===== src/rtl/img_ram_loader.sv =====
// Byte-stream loader for the image RAM write port: buffers pixels from a
// valid/ready source and writes them to consecutive addresses from a base.
module img_ram_loader #(
    parameter int unsigned                ADDR_WIDTH = 20,
    parameter int unsigned                DATA_WIDTH = 8,
    parameter logic [ADDR_WIDTH-1:0]      MAX_ADDRS  = 20'hFFFFF,
    parameter int unsigned                FIFO_DEPTH = 2
) (
    input  logic                  CLK,
    input  logic                  RST,
    input  logic                  START,
    input  logic                  ABORT,
    input  logic [ADDR_WIDTH-1:0] BASE_ADDRS,
    input  logic [ADDR_WIDTH-1:0] LENGTH,
    input  logic                  IN_VALID,
    input  logic [DATA_WIDTH-1:0] IN_DATA,
    output logic                  IN_READY,
    input  logic                  HOLD,
    output logic [ADDR_WIDTH-1:0] WRITE_ADDRS,
    output logic [DATA_WIDTH-1:0] WRT_DATA,
    output logic                  WRT_ENA,
    output logic                  BUSY,
    output logic                  DONE,
    output logic                  ERROR,
    output logic [ADDR_WIDTH-1:0] COUNT
);

    localparam int unsigned PTR_W = (FIFO_DEPTH > 1) ? $clog2(FIFO_DEPTH) : 1;
    localparam int unsigned OCC_W = $clog2(FIFO_DEPTH + 1);
    localparam logic [OCC_W-1:0]      OCC_ZERO    = {OCC_W{1'b0}};
    localparam logic [OCC_W-1:0]      OCC_FULL    = OCC_W'(FIFO_DEPTH);
    localparam logic [PTR_W-1:0]      PTR_ZERO    = {PTR_W{1'b0}};
    localparam logic [PTR_W-1:0]      PTR_LAST    = PTR_W'(FIFO_DEPTH - 1);
    localparam logic [ADDR_WIDTH-1:0] ADDR_ZERO   = {ADDR_WIDTH{1'b0}};
    localparam logic [DATA_WIDTH-1:0] DATA_ZERO   = {DATA_WIDTH{1'b0}};
    localparam logic [ADDR_WIDTH:0]   RANGE_LIMIT = {1'b0, MAX_ADDRS} + (ADDR_WIDTH+1)'(1);

    typedef enum logic [1:0] {
        ST_IDLE  = 2'd0,
        ST_LOAD  = 2'd1,
        ST_DRAIN = 2'd2,
        ST_FIN   = 2'd3
    } state_t;

    function automatic logic [PTR_W-1:0] ptr_next(input logic [PTR_W-1:0] p);
        return (p == PTR_LAST) ? PTR_ZERO : p + PTR_W'(1);
    endfunction

    state_t                state_q,       state_d;
    logic [ADDR_WIDTH-1:0] base_q,        base_d;
    logic [ADDR_WIDTH-1:0] length_q,      length_d;
    logic [ADDR_WIDTH-1:0] accepted_q,    accepted_d;
    logic [ADDR_WIDTH-1:0] written_q,     written_d;
    logic [DATA_WIDTH-1:0] fifo_q [FIFO_DEPTH];
    logic [DATA_WIDTH-1:0] fifo_d [FIFO_DEPTH];
    logic [PTR_W-1:0]      wr_ptr_q,      wr_ptr_d;
    logic [PTR_W-1:0]      rd_ptr_q,      rd_ptr_d;
    logic [OCC_W-1:0]      occ_q,         occ_d;
    logic                  in_ready_q,    in_ready_d;
    logic                  wrt_ena_q,     wrt_ena_d;
    logic [ADDR_WIDTH-1:0] write_addrs_q, write_addrs_d;
    logic [DATA_WIDTH-1:0] wrt_data_q,    wrt_data_d;
    logic                  busy_q,        busy_d;
    logic                  done_q,        done_d;
    logic                  error_q,       error_d;

    logic                  active_s;
    logic                  abort_s;
    logic                  push_s;
    logic                  pop_s;
    logic [ADDR_WIDTH:0]   range_sum_s;
    logic                  range_bad_s;

    // ABORT outranks both FIFO operations; the extra sum bit keeps the range check from wrapping.
    assign active_s    = (state_q == ST_LOAD) || (state_q == ST_DRAIN);
    assign abort_s     = active_s && ABORT;
    assign push_s      = (state_q == ST_LOAD) && !ABORT && IN_VALID && in_ready_q;
    assign pop_s       = active_s && !ABORT && (occ_q != OCC_ZERO) && !HOLD;
    assign range_sum_s = {1'b0, BASE_ADDRS} + {1'b0, LENGTH};
    assign range_bad_s = (range_sum_s > RANGE_LIMIT);

    // Next-state logic for the FSM, input FIFO, write port and status outputs.
    always_comb begin
        state_d       = state_q;
        base_d        = base_q;
        length_d      = length_q;
        accepted_d    = accepted_q;
        written_d     = written_q;
        fifo_d        = fifo_q;
        wr_ptr_d      = wr_ptr_q;
        rd_ptr_d      = rd_ptr_q;
        occ_d         = occ_q;
        wrt_ena_d     = 1'b0;
        write_addrs_d = write_addrs_q;
        wrt_data_d    = wrt_data_q;
        error_d       = 1'b0;

        if (abort_s) begin
            wr_ptr_d = PTR_ZERO;
            rd_ptr_d = PTR_ZERO;
            occ_d    = OCC_ZERO;
        end else begin
            if (push_s) begin
                fifo_d[wr_ptr_q] = IN_DATA;
                wr_ptr_d         = ptr_next(wr_ptr_q);
                accepted_d       = accepted_q + ADDR_WIDTH'(1);
            end else begin
                wr_ptr_d = wr_ptr_q;
            end
            if (pop_s) begin
                wrt_ena_d     = 1'b1;
                wrt_data_d    = fifo_q[rd_ptr_q];
                write_addrs_d = base_q + written_q;
                written_d     = written_q + ADDR_WIDTH'(1);
                rd_ptr_d      = ptr_next(rd_ptr_q);
            end else begin
                rd_ptr_d = rd_ptr_q;
            end
            if (push_s && !pop_s) begin
                occ_d = occ_q + OCC_W'(1);
            end else if (pop_s && !push_s) begin
                occ_d = occ_q - OCC_W'(1);
            end else begin
                occ_d = occ_q;
            end
        end

        case (state_q)
            ST_IDLE: begin
                if (START) begin
                    base_d   = BASE_ADDRS;
                    length_d = LENGTH;
                    if (LENGTH == ADDR_ZERO) begin
                        state_d   = ST_FIN;
                        written_d = ADDR_ZERO;
                    end else if (range_bad_s) begin
                        error_d = 1'b1;
                        state_d = ST_IDLE;
                    end else begin
                        state_d    = ST_LOAD;
                        written_d  = ADDR_ZERO;
                        accepted_d = ADDR_ZERO;
                    end
                end else begin
                    state_d = ST_IDLE;
                end
            end
            ST_LOAD: begin
                if (abort_s) begin
                    state_d = ST_IDLE;
                end else if (accepted_d == length_q) begin
                    state_d = ST_DRAIN;
                end else begin
                    state_d = ST_LOAD;
                end
            end
            ST_DRAIN: begin
                if (abort_s) begin
                    state_d = ST_IDLE;
                end else if ((occ_q == OCC_ZERO) && (written_q == length_q)) begin
                    state_d = ST_FIN;
                end else begin
                    state_d = ST_DRAIN;
                end
            end
            ST_FIN: begin
                state_d = ST_IDLE;
            end
            default: begin
                state_d = ST_IDLE;
            end
        endcase

        // Status flops track the state being entered so they line up with it.
        in_ready_d = (state_d == ST_LOAD) && (occ_d < OCC_FULL) && (accepted_d < length_d);
        busy_d     = (state_d != ST_IDLE);
        done_d     = (state_d == ST_FIN);
    end

    // State and output registers with synchronous reset.
    always_ff @(posedge CLK) begin
        if (RST) begin
            state_q       <= ST_IDLE;
            base_q        <= ADDR_ZERO;
            length_q      <= ADDR_ZERO;
            accepted_q    <= ADDR_ZERO;
            written_q     <= ADDR_ZERO;
            for (int i = 0; i < int'(FIFO_DEPTH); i++) begin
                fifo_q[i] <= DATA_ZERO;
            end
            wr_ptr_q      <= PTR_ZERO;
            rd_ptr_q      <= PTR_ZERO;
            occ_q         <= OCC_ZERO;
            in_ready_q    <= 1'b0;
            wrt_ena_q     <= 1'b0;
            write_addrs_q <= ADDR_ZERO;
            wrt_data_q    <= DATA_ZERO;
            busy_q        <= 1'b0;
            done_q        <= 1'b0;
            error_q       <= 1'b0;
        end else begin
            state_q       <= state_d;
            base_q        <= base_d;
            length_q      <= length_d;
            accepted_q    <= accepted_d;
            written_q     <= written_d;
            fifo_q        <= fifo_d;
            wr_ptr_q      <= wr_ptr_d;
            rd_ptr_q      <= rd_ptr_d;
            occ_q         <= occ_d;
            in_ready_q    <= in_ready_d;
            wrt_ena_q     <= wrt_ena_d;
            write_addrs_q <= write_addrs_d;
            wrt_data_q    <= wrt_data_d;
            busy_q        <= busy_d;
            done_q        <= done_d;
            error_q       <= error_d;
        end
    end

    assign IN_READY    = in_ready_q;
    assign WRT_ENA     = wrt_ena_q;
    assign WRITE_ADDRS = write_addrs_q;
    assign WRT_DATA    = wrt_data_q;
    assign BUSY        = busy_q;
    assign DONE        = done_q;
    assign ERROR       = error_q;
    assign COUNT       = written_q;

endmodule

===== config.mk =====
export PLATFORM = sky130hd
export DESIGN_NAME = img_ram_loader
export DESIGN_NICKNAME = d
export VERILOG_FILES = /design/src/rtl/img_ram_loader.sv
export SDC_FILE = /design/constraint.sdc
export NUM_CORES = 1
export LEC_CHECK = 0
export CAP_MARGIN = 20
export CORE_MARGIN = 8
export CORE_UTILIZATION = 42
export CTS_BUF_LIST = sky130_fd_sc_hd__clkbuf_4 sky130_fd_sc_hd__clkbuf_8 sky130_fd_sc_hd__clkbuf_16
export CTS_CLUSTER_SIZE = 40
export DETAILED_ROUTE_END_ITERATION = 7
export PLACE_DENSITY = 0.66
export SLEW_MARGIN = 30
export SYNTH_ARGS = -nofsm -noshare
export SYNTH_HDL_FRONTEND = slang
export SYNTH_SLANG_ARGS = --single-unit

===== constraint.sdc =====
create_clock -name CLK -period 6.2 [get_ports CLK]
set_input_delay 0.93 -clock CLK [delete_from_list [all_inputs] [get_ports CLK]]
set_output_delay 0.93 -clock CLK [all_outputs]
set_load 0.05 [all_outputs]

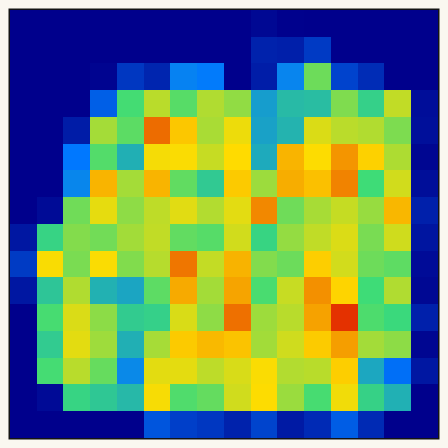
Run 1: placement density heat map
The die is cut into 16 by 16 equal tiles; dark blue is low, red is high, 0 to 100% covered.
mean over tiles: 40%
fullest tile: 94%
emptiest ninth of the die: north-west
initial core utilization: 42.7%
area of the core: 21000 sq um
Finished Core Util: 52.1%

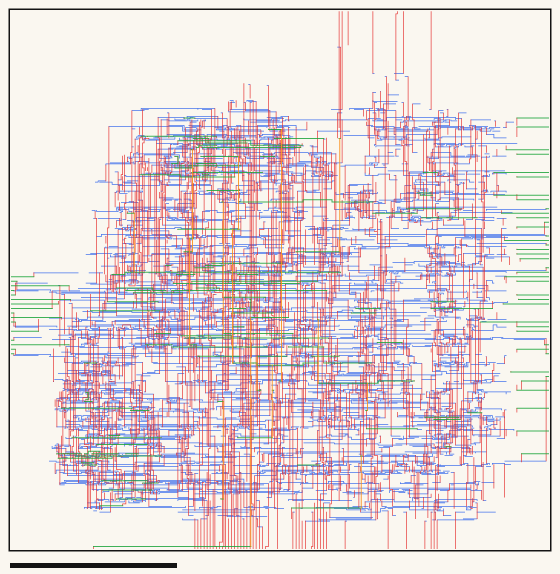
Run 1: wiring by layer
Scale bar: 50 microns.
legend:
  green:
    layer: metal 3
    wire_length: 1820 microns
  red:
    layer: metal 2
    wire_length: 12100 microns
  orange:
    layer: metal 4
    wire_length: 464 microns
  blue:
    layer: metal 1
    wire_length: 12600 microns
vias: 8464
WL/cell: 18.0 microns
GRT Overall Usage: 20.4%
WL final: 27000 microns

==> ci_impl_report.md, run 1 <==
### Metrics collected by this job

| Metric | Value |
|---|---|
| P_int | `about 1.8 mW` |
| Seq/Total Area, Yosys | `a little under a third` |
| Crit path launch | `BASE_ADDRS[0]` |
| Sw Pwr | `a little over 0.7 mW` |
| Largest stage delay, worst path | `0.45 ns` |
| Minimum clock period | `approximately 5.8 ns` |
| Fillers | `approximately 2000` |
| Pwr dens | `226 nW/um^2` |
| DRC | `0` |
| Clock Buffer Count | `17` |
| Reg2reg start | `state_q[1]` |
| Power, Total | `roughly 2.5 mW` |
| Area share, top type | `30.2%` |
| PortBufs | `between 100 and 150` |
| Status | `complete, no violations` |
| Gate count of the mapped netlist | `roughly 1100` |
| Largest net degree at the start of global routing | `about 77` |
| Synthesis area per yosys | `a little under 9000 sq um` |
| Commonest flop | `dfxtp_1` |
| Critical path destination | `IN_READY` |
| Seq area share | `24.7%` |
| CP Depth | `21` |
| Top post-synthesis cells by area | `dfxtp_1 30%, ha_1 9.4%, nor2_1 5.6%, a21oi_1 5.1%, nand2_1 5.1%` |
| Root Buffer | `clkbuf_16` |
| CP required | `about 6.5 ns` |
| Met1 wire length | `about 13000 microns` |
| Multi-input gates | `around 900` |
| WL met2 | `around 12000 microns` |
| Tool warnings | `30` |
| Worst-case clock buffer depth | `2` |
| Setup slack after layout | `0.369 ns` |
| DR pass1 iterations | `5` |
| Antenna Cells | `0` |
| Logic inverters | `30` |
| Design area | `about 11000 sq um` |
| First-pass GRT wire length | `approximately 43000 microns` |
| Non-clk buf share | `a little under an eighth` |
| Max-area cell class | `multi-input combinational cells` |
| Site Rows | `approximately 53` |
| Startpoint Class | `input port` |
| CTS tree | `done` |
| Critical-path cell list | `clkdlybuf4s50_1, ha_1, fa_1, a211o_1, a211o_1, a211oi_2, o21ai_1, a221oi_1, o221ai_1, or3_1, a21oi_2, buf_12, nor2_1, ha_1, a21o_1, a21o_1, a211oi_1, o211ai_1, a21oi_1, o211ai_1, a2111oi_0` |
| Area of the multi-input gates | `~5900 sq um` |
| DIE WIDTH | `roughly 160 microns` |
| Post-DR vias/cell | `5.64` |
| Syn avg cell area | `about 8.0 sq um` |
| Clk tree area frac | `5.88%` |
| Setup Crit Path Kind | `input port to flop` |
| Sw Share | `about 29%` |
| Top logic cell family in the synthesized netlist | `simple AND/OR/NAND/NOR gates` |
| CTS-repair resized insts | `0` |
| Synth Cell Area | `between 8000 and 9000 sq um` |
| Initial antenna violation count | `0` |
| Die extent in y | `about 160 microns` |
| N_taps | `~280` |
| Fin. Hold Viols | `0` |
| Die area | `26200 sq um` |
| Logic share of the area | `between 50 and 60%` |
| Top cells by count | `135 x dfxtp_1, 133 x nor2_1, 122 x nand2_1` |
| Drt initial violations | `just over 600` |
| CTS H-tree depth | `4` |
| Total clock sinks | `135` |
| Hold worst-path end | `WRITE_ADDRS[13]` |
| Area growth from synthesis to layout | `22.1%` |
| CP max-delay cell | `clkdlybuf4s50_1` |
| Vias in the first global route | `7846` |
| Non-clk bufs | `130` |
| Cell type with the largest total area | `dfxtp_1` |
| Final RePlAce weighted congestion | `roughly 0.94` |
| Max Clock Freq | `approximately 0.17 GHz` |
| Number of setup buffers added after CTS | `0` |
| Num CTS Buffers | `17` |
| Logic power comb | `between 0.4 and 0.5 mW` |
| Dominant power group | `clock` |
| R2r worst-path depth | `16` |
| Non-Filler Instances | `1501` |
| CP endpoint kind | `flop` |
| Layout cells sized above 1 | `approximately 7.2%` |
| FF+latch area | `roughly 2700 sq um` |
| Ys async rst share | `0%` |
| Hold Path Stages | `2` |
| Worst hold-check slack | `0.448 ns` |
| Slew headroom | `between 40% and 50%` |
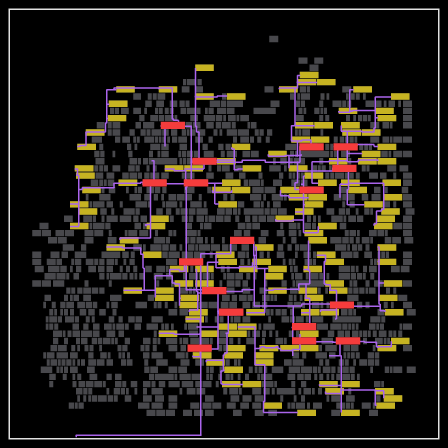
Run 1: clock network drawn from the DEF
legend:
  red:
    item: clock drivers
    count: 17
  yellow:
    item: flip-flops
    count: 135
  purple:
    item: clock wires
    length: 1750 microns
routed clock nets: 18
worst skew pair latency: 0.43 ns
Clock power frac: 44.7%
Final Skew: 0.00895 ns

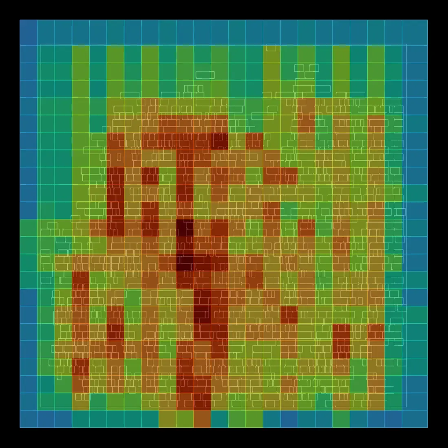
Run 1: routing congestion
GR Util met1: 28.4%
GRT met2 Usage: 31.6%
busiest layer in global routing: met2
GR Util met3: 3.70%

--- run 2 (diff from run 1) ---
CTS_BUF_LIST = unset   (was sky130_fd_sc_hd__clkbuf_4 sky130_fd_sc_hd__clkbuf_8 sky130_fd_sc_hd__clkbuf_16)
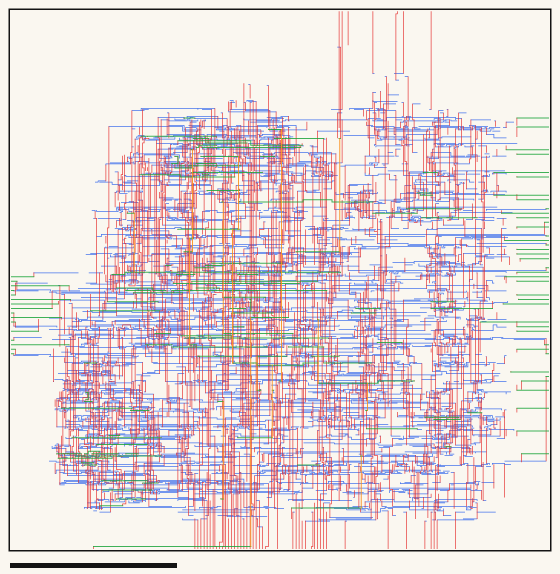
Run 2: wiring by layer
Scale bar: 50 microns.
legend:
  orange:
    layer: metal 4
    wire_length: 464 microns
  green:
    layer: metal 3
    wire_length: 1820 microns
  blue:
    layer: metal 1
    wire_length: 12600 microns
  red:
    layer: metal 2
    wire_length: 12100 microns

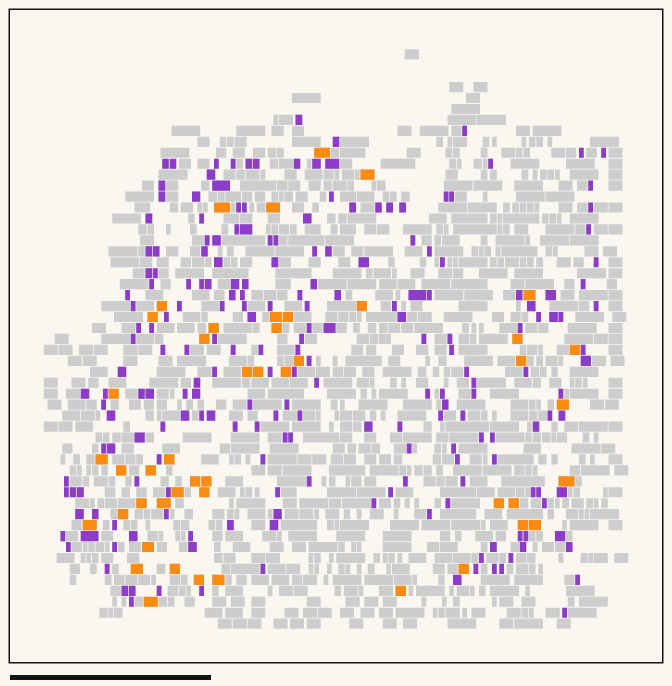
Run 2: logic cells by family
Scale bar: 50 microns.
legend:
  purple:
    family: nor cells
    cells: 211
    most_used: nor2_1
  orange:
    family: non-inverting ao/oa cells
    cells: 47
    most_used: a21o_1
logic share of the area: 53.7%
dominant logic cell type in the layout: dfxtp_1
Non-Filler Instances: 1501

==> run 2 against run 1 <==
Compared with the run above: synthesized area unchanged; count of clock-buffer cells in the layout is the same; global-route usage stayed put; sequential power is essentially flat; via count unchanged; die area stayed put; sequential cell count did not move; highest routed layer unchanged; design area unchanged; maximum frequency stayed put; non-clock buffer count did not move.
==> ci_impl_report.md, run 2 <==
### Metrics collected by this job

| Metric | Value |
|---|---|
| Status | `complete, no violations` |
| CP Depth | `21 (unchanged)` |
| Synth Cell Area | `8950 sq um (unchanged)` |
| CP endpoint kind | `flop` |
| Yosys adder share | `9.82%` |
| Top logic cell family in the synthesized netlist | `simple AND/OR/NAND/NOR gates` |
| Vias in the first global route | `7846 (unchanged)` |
| Ys async rst share | `0% (unchanged)` |
| Count of warnings emitted by yosys | `0` |
| Fillers | `2012 (unchanged)` |
| Cell type with the largest total area | `dfxtp_1` |
| DP Wirelength | `between 20000 and 25000 microns` |
| Sw Share | `28.6% (unchanged)` |
| WL/cell | `18.0 microns (unchanged)` |
| Finished Core Util | `52.1% (unchanged)` |
| Post-DR vias/cell | `5.64 (unchanged)` |
| Area of the core | `21000 sq um (unchanged)` |
| Final Skew | `0.00895 ns (unchanged)` |
| Setup Crit Path Kind | `input port to flop` |
| Clk tree area frac | `5.88% (unchanged)` |
| Max Clock Freq | `0.172 GHz (unchanged)` |
| CTS tree | `done` |
| I/O pins | `107` |
| Non-clk bufs | `130 (unchanged)` |
| CTS H-tree depth | `4 (unchanged)` |
| Largest stage delay, worst path | `0.45 ns (about the same)` |
| Hold worst-path end | `WRITE_ADDRS[13]` |
| Non-clk buf share | `11.5% (unchanged)` |
| Top Layout Cells | `135 x dfxtp_1, 133 x nor2_1, 121 x nand2_1` |
| P_int | `1.76 mW (unchanged)` |
| Initial antenna violation count | `0 (unchanged)` |
| Site Rows | `53 (unchanged)` |
| Setup-failing EPs final | `0` |
| Area of the multi-input gates | `5870 sq um (unchanged)` |
| Largest net degree at the start of global routing | `77 (unchanged)` |
| Post-CTS Hold Buffers | `0` |
| Tool warnings | `30 (unchanged)` |
| Dominant power group | `clock` |
| Power, Total | `2.46 mW (unchanged)` |
| Layout Nets | `about 1300` |
| Area growth from synthesis to layout | `22.1% (unchanged)` |
| GRT met2 Usage | `31.6% (unchanged)` |
| Leak | `~4.2 nW` |
| CP max-delay cell | `clkdlybuf4s50_1` |
| Top cells by count | `135 x dfxtp_1, 133 x nor2_1, 122 x nand2_1` |
| Crit path launch | `BASE_ADDRS[0]` |
| Root Buffer | `clkbuf_16` |
| Grt ovf | `0` |
| Most instantiated library cell after synthesis | `dfxtp_1` |
| CP top delay family | `AND-OR/OR-AND gates` |
| WP data arrival | `approximately 6 ns` |
| Busiest layer in global routing | `met2` |
| FF+latch area | `2700 sq um (unchanged)` |
| Synthesis area per yosys | `8950 sq um (unchanged)` |
| GRT Overall Usage | `20.4% (unchanged)` |
| Top post-synthesis cells by area | `dfxtp_1 30%, ha_1 9.4%, nor2_1 5.6%, a21oi_1 5.1%, nand2_1 5.1%` |
| Flops out of synthesis | `roughly 140` |
| Max-Cap Viols | `0` |
| Pwr dens | `226 nW/um^2 (unchanged)` |
| Worst skew pair latency | `0.43 ns (about the same)` |
| Clock Buffer Count | `17 (unchanged)` |
| Worst path bufs/invs | `2` |
| Number of setup buffers added after CTS | `0 (unchanged)` |
| Clock power frac | `44.7% (about the same)` |
| Hold Path Stages | `2 (unchanged)` |
| Minimum clock period | `5.83 ns (unchanged)` |
| Fin. Hold Viols | `0 (unchanged)` |
| Final RePlAce weighted congestion | `0.938 (unchanged)` |
| Worst flop-to-flop path endpoint | `IN_READY` |
| Num CTS Buffers | `17 (unchanged)` |
| Multi-input gates | `899 (unchanged)` |
| R2r worst-path depth | `16 (unchanged)` |
| Worst-case clock buffer depth | `2 (unchanged)` |
| Area share, top type | `30.2% (unchanged)` |
| Slew headroom | `44.1% (unchanged)` |
| Combinational power share | `between 10% and 20%` |
| Max-area cell class | `multi-input combinational cells` |
| Mux share | `slightly above 4%` |
| Total clock sinks | `135 (unchanged)` |
| DRC | `0 (unchanged)` |
| Startpoint Class | `input port` |
| Seq area share | `24.7% (unchanged)` |
| Initial core utilization | `42.7% (unchanged)` |
| DR pass1 iterations | `5 (unchanged)` |
| Commonest flop | `dfxtp_1` |
| Hold path startpoint | `WRITE_ADDRS[13]` |
| GR Util met1 | `28.4% (unchanged)` |
| Worst-margin pin slew | `around 0.84 ns` |
| Critical-path cell list | `clkdlybuf4s50_1, ha_1, fa_1, a211o_1, a211o_1, a211oi_2, o21ai_1, a221oi_1, o221ai_1, or3_1, a21oi_2, buf_12, nor2_1, ha_1, a21o_1, a21o_1, a211oi_1, o211ai_1, a21oi_1, o211ai_1, a2111oi_0` |
| Critical path destination | `IN_READY` |
| First-pass GRT wire length | `42800 microns (unchanged)` |
| PortBufs | `106 (unchanged)` |
| DP Area | `10300 sq um` |
| Complex Gates by Area | `a little under a fifth` |
| Seq/Total Area, Yosys | `30.2% (unchanged)` |
| Post-Route Setup TNS | `0 ns` |
| Post-synth EDFFs | `0` |
| Hold crit path type | `flop to flop` |
| Clk power | `~1.1 mW` |
| Met1 wire length | `12600 microns (unchanged)` |
| Fin crit share | `between 90% and 100%` |
| Sw Pwr | `0.704 mW (unchanged)` |
| Drt initial violations | `620 (unchanged)` |
| CP required | `6.50 ns (about the same)` |
| Logic inverters | `30 (unchanged)` |
| DIE WIDTH | `162 microns (unchanged)` |
| CTS-repair resized insts | `0 (unchanged)` |
| DRT antenna net count | `0` |
| # Cells Yosys | `~1100` |
| Worst hold-check slack | `0.448 ns (unchanged)` |
| WL final | `27000 microns (unchanged)` |
| Reg2reg start | `state_q[1]` |
| Die extent in y | `162 microns (unchanged)` |
| GR Util met3 | `3.70% (unchanged)` |
| Antenna Cells | `0 (unchanged)` |
| Setup slack after layout | `0.369 ns (unchanged)` |
| Design area | `10900 sq um (unchanged)` |
| Clock transition at path regs | `~0.060 ns` |
| RSZ-0062 raised after global routing | `no` |
| Layout cells sized above 1 | `7.18% (unchanged)` |
| Seq. pwr | `about 0.93 mW` |
| Die area | `26200 sq um (unchanged)` |
| N_taps | `275 (unchanged)` |
| WL met2 | `12100 microns (unchanged)` |
| Vias | `8464 (unchanged)` |
| Logic power comb | `0.435 mW (about the same)` |
| Syn avg cell area | `8.02 sq um (unchanged)` |
| Gate count of the mapped netlist | `1116 (unchanged)` |
--- run 3 (diff from run 2) ---
CORE_ASPECT_RATIO = 1.1   (was unset)
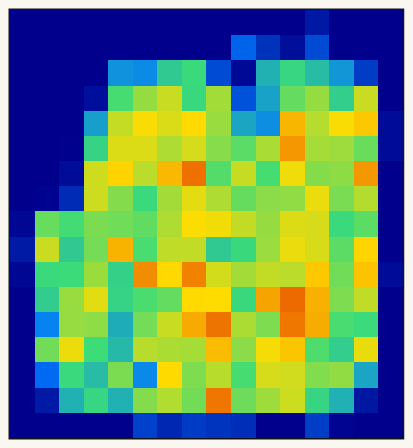
Run 3: placement density heat map
The die is cut into 16 by 17 equal tiles; dark blue is low, red is high, 0 to 100% covered.
densest ninth of the die: centre
fullest tile: 88%
nearly empty tiles: 27%
tiles over 75% full: 9.9%
emptiest ninth of the die: north-west
mean over tiles: 40%
area of the core: 21100 sq um
initial core utilization: 42.4%
Finished Core Util: 51.5%

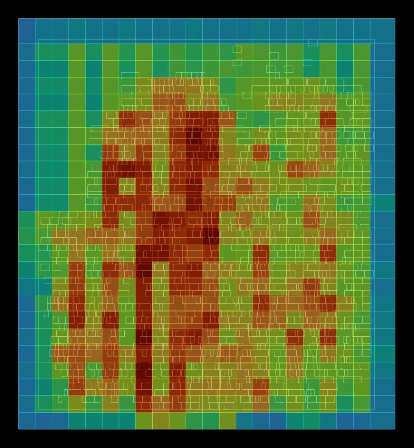
Run 3: routing congestion
GRT Overall Usage: 20.8%
GR Util met3: 3.57%
WL/cell: 18.1 microns

==> run 3 against run 2 <==
Compared with the run above: count of clock-buffer cells in the layout grew 1; via count shrank 1.2%; largest power group unchanged; highest routed layer unchanged; synthesized cell count is the same.
==> ci_impl_report.md, run 3 <==
### Metrics collected by this job

| Metric | Value |
|---|---|
| Combinational power share | `18.5% (+0.9 points)` |
| Dominant power group | `clock` |
| Worst-margin pin slew | `0.807 ns (-0.0280 ns)` |
| Gate count of the mapped netlist | `1116 (unchanged)` |
| CP top delay family | `AND-OR/OR-AND gates` |
| Fin. Hold Viols | `0 (unchanged)` |
| Post-DR vias/cell | `5.52 (-2.1%)` |
| Logic power comb | `0.435 mW (about the same)` |
| Top logic cell family in the synthesized netlist | `simple AND/OR/NAND/NOR gates` |
| Worst-case clock buffer depth | `2 (unchanged)` |
| Synth Cell Area | `8950 sq um (unchanged)` |
| Top post-synthesis cells by area | `dfxtp_1 30%, ha_1 9.4%, nor2_1 5.6%, a21oi_1 5.1%, nand2_1 5.1%` |
| R2r worst-path depth | `16 (unchanged)` |
| RSZ-0062 raised after global routing | `no` |
| CTS tree | `done` |
| Top cells by count | `135 x dfxtp_1, 133 x nor2_1, 122 x nand2_1` |
| Mux share | `4.04% (unchanged)` |
| Startpoint Class | `input port` |
| Number of setup buffers added after CTS | `0 (unchanged)` |
| Count of warnings emitted by yosys | `0 (unchanged)` |
| GR Util met1 | `27.1% (-1.3 points)` |
| Non-clk buf share | `11.4% (-0.015 points)` |
| WL met2 | `12500 microns (+3.5%)` |
| Hold path startpoint | `WRITE_ADDRS[9]` |
| Final RePlAce weighted congestion | `0.959 (+2.3%)` |
| Antenna Cells | `0 (unchanged)` |
| Clock Buffer Count | `18 (+1)` |
| Power, Total | `2.35 mW (-4.6%)` |
| Setup-failing EPs final | `0 (unchanged)` |
| Worst flop-to-flop path endpoint | `IN_READY` |
| Sw Share | `30.0% (+1.4 points)` |
| Top Layout Cells | `135 x dfxtp_1, 133 x nor2_1, 121 x nand2_1` |
| Critical-path cell list | `clkdlybuf4s50_1, ha_1, fa_1, a211o_1, buf_4, a21oi_1, o221ai_1, xor2_1, nor4_1, nand4_1, or3_1, a21oi_2, buf_12, nor2_1, ha_1, o21a_1, o21a_1, o31a_1, o21ai_0, o211ai_1, a21oi_1, o211ai_1, a2111oi_0` |
| Fillers | `2050 (+1.9%)` |
| CP max-delay cell | `clkdlybuf4s50_1` |
| DR pass1 iterations | `5 (unchanged)` |
| Dominant logic cell type in the layout | `dfxtp_1` |
| Layout Nets | `1335 (-0.075%)` |
| Largest stage delay, worst path | `0.45 ns (about the same)` |
| Max Clock Freq | `0.173 GHz (+0.73%)` |
| Setup Crit Path Kind | `input port to flop` |
| DIE WIDTH | `155 microns (-4.2%)` |
| Area of the multi-input gates | `5870 sq um (unchanged)` |
| Critical path destination | `IN_READY` |
| Busiest layer in global routing | `met2` |
| Layout cells sized above 1 | `7.10% (-0.076 points)` |
| I/O pins | `107 (unchanged)` |
| WL final | `27400 microns (+1.5%)` |
| Non-clk bufs | `129 (-0.77%)` |
| Logic share of the area | `54.0% (+0.25 points)` |
| Largest net degree at the start of global routing | `77 (unchanged)` |
| N_taps | `290 (+5.5%)` |
| DRC | `0 (unchanged)` |
| Clock power frac | `42.0% (-2.7 points)` |
| Fin crit share | `93.4% (-0.68 points)` |
| Syn avg cell area | `8.02 sq um (unchanged)` |
| Cell type with the largest total area | `dfxtp_1` |
| DP Area | `10300 sq um (+0.11%)` |
| Logic inverters | `30 (unchanged)` |
| Seq/Total Area, Yosys | `30.2% (unchanged)` |
| Num CTS Buffers | `17 (unchanged)` |
| Drt initial violations | `484 (-22%)` |
| Worst skew pair latency | `0.42 ns (about the same)` |
| Grt ovf | `0 (unchanged)` |
| P_int | `1.65 mW (-6.4%)` |
| Setup slack after layout | `0.411 ns (+0.0420 ns)` |
| Slew headroom | `46.2% (+2.1 points)` |
| Ys async rst share | `0% (unchanged)` |
| CP Depth | `23 (+9.5%)` |
| Flops out of synthesis | `135 (unchanged)` |
| FF+latch area | `2700 sq um (unchanged)` |
| Synthesis area per yosys | `8950 sq um (unchanged)` |
| DP Wirelength | `21200 microns (+1.6%)` |
| Design area | `10900 sq um (-0.47%)` |
| Root Buffer | `clkbuf_16` |
| Post-Route Setup TNS | `0 ns (unchanged)` |
| Initial antenna violation count | `0 (unchanged)` |
| Worst path bufs/invs | `3 (+1)` |
| Post-synth EDFFs | `0 (unchanged)` |
| Non-Filler Instances | `1515 (+0.93%)` |
| Max-Cap Viols | `0 (unchanged)` |
| Met1 wire length | `12400 microns (-1.5%)` |
| Worst hold-check slack | `0.448 ns (+0.000102 ns)` |
| Hold Path Stages | `2 (unchanged)` |
| CP required | `6.50 ns (about the same)` |
| Seq. pwr | `0.929 mW (about the same)` |
| Complex Gates by Area | `18.0% (unchanged)` |
| Max-area cell class | `multi-input combinational cells` |
| Post-CTS Hold Buffers | `0 (unchanged)` |
| PortBufs | `106 (unchanged)` |
| CP endpoint kind | `flop` |
| Area share, top type | `30.2% (unchanged)` |
| Commonest flop | `dfxtp_1` |
| Area growth from synthesis to layout | `21.5%` |
| # Cells Yosys | `1116 (unchanged)` |
| CTS H-tree depth | `4 (unchanged)` |
| CTS-repair resized insts | `0 (unchanged)` |
| Hold worst-path end | `WRITE_ADDRS[9]` |
| Vias | `8365 (-1.2%)` |
| Most instantiated library cell after synthesis | `dfxtp_1` |
| Total clock sinks | `135 (unchanged)` |
| Leak | `4.19 nW (-0.88%)` |
| Tool warnings | `30 (unchanged)` |
| Reg2reg start | `state_q[1]` |
| Hold crit path type | `flop to flop` |
| Status | `complete, no violations` |
| Die area | `26200 sq um (about the same)` |
| Seq area share | `24.9% (+0.12 points)` |
| GRT met2 Usage | `33.4% (+1.8 points)` |
| Multi-input gates | `899 (unchanged)` |
| Yosys adder share | `9.82% (unchanged)` |
| Site Rows | `56 (+5.7%)` |
| Crit path launch | `BASE_ADDRS[0]` |
| Sw Pwr | `0.704 mW (about the same)` |
| Vias in the first global route | `7929 (+1.1%)` |
| Minimum clock period | `5.79 ns (-0.0420 ns)` |
| Worst-path maximum fanout | `29` |
| Clk tree area frac | `5.33% (-0.55 points)` |
| Die extent in y | `169 microns (+4.4%)` |
| DRT antenna net count | `0 (unchanged)` |
| First-pass GRT wire length | `43100 microns (+0.56%)` |
| WP data arrival | `6.09 ns (-0.05 ns)` |
Power and IR drop assume default switching activity.
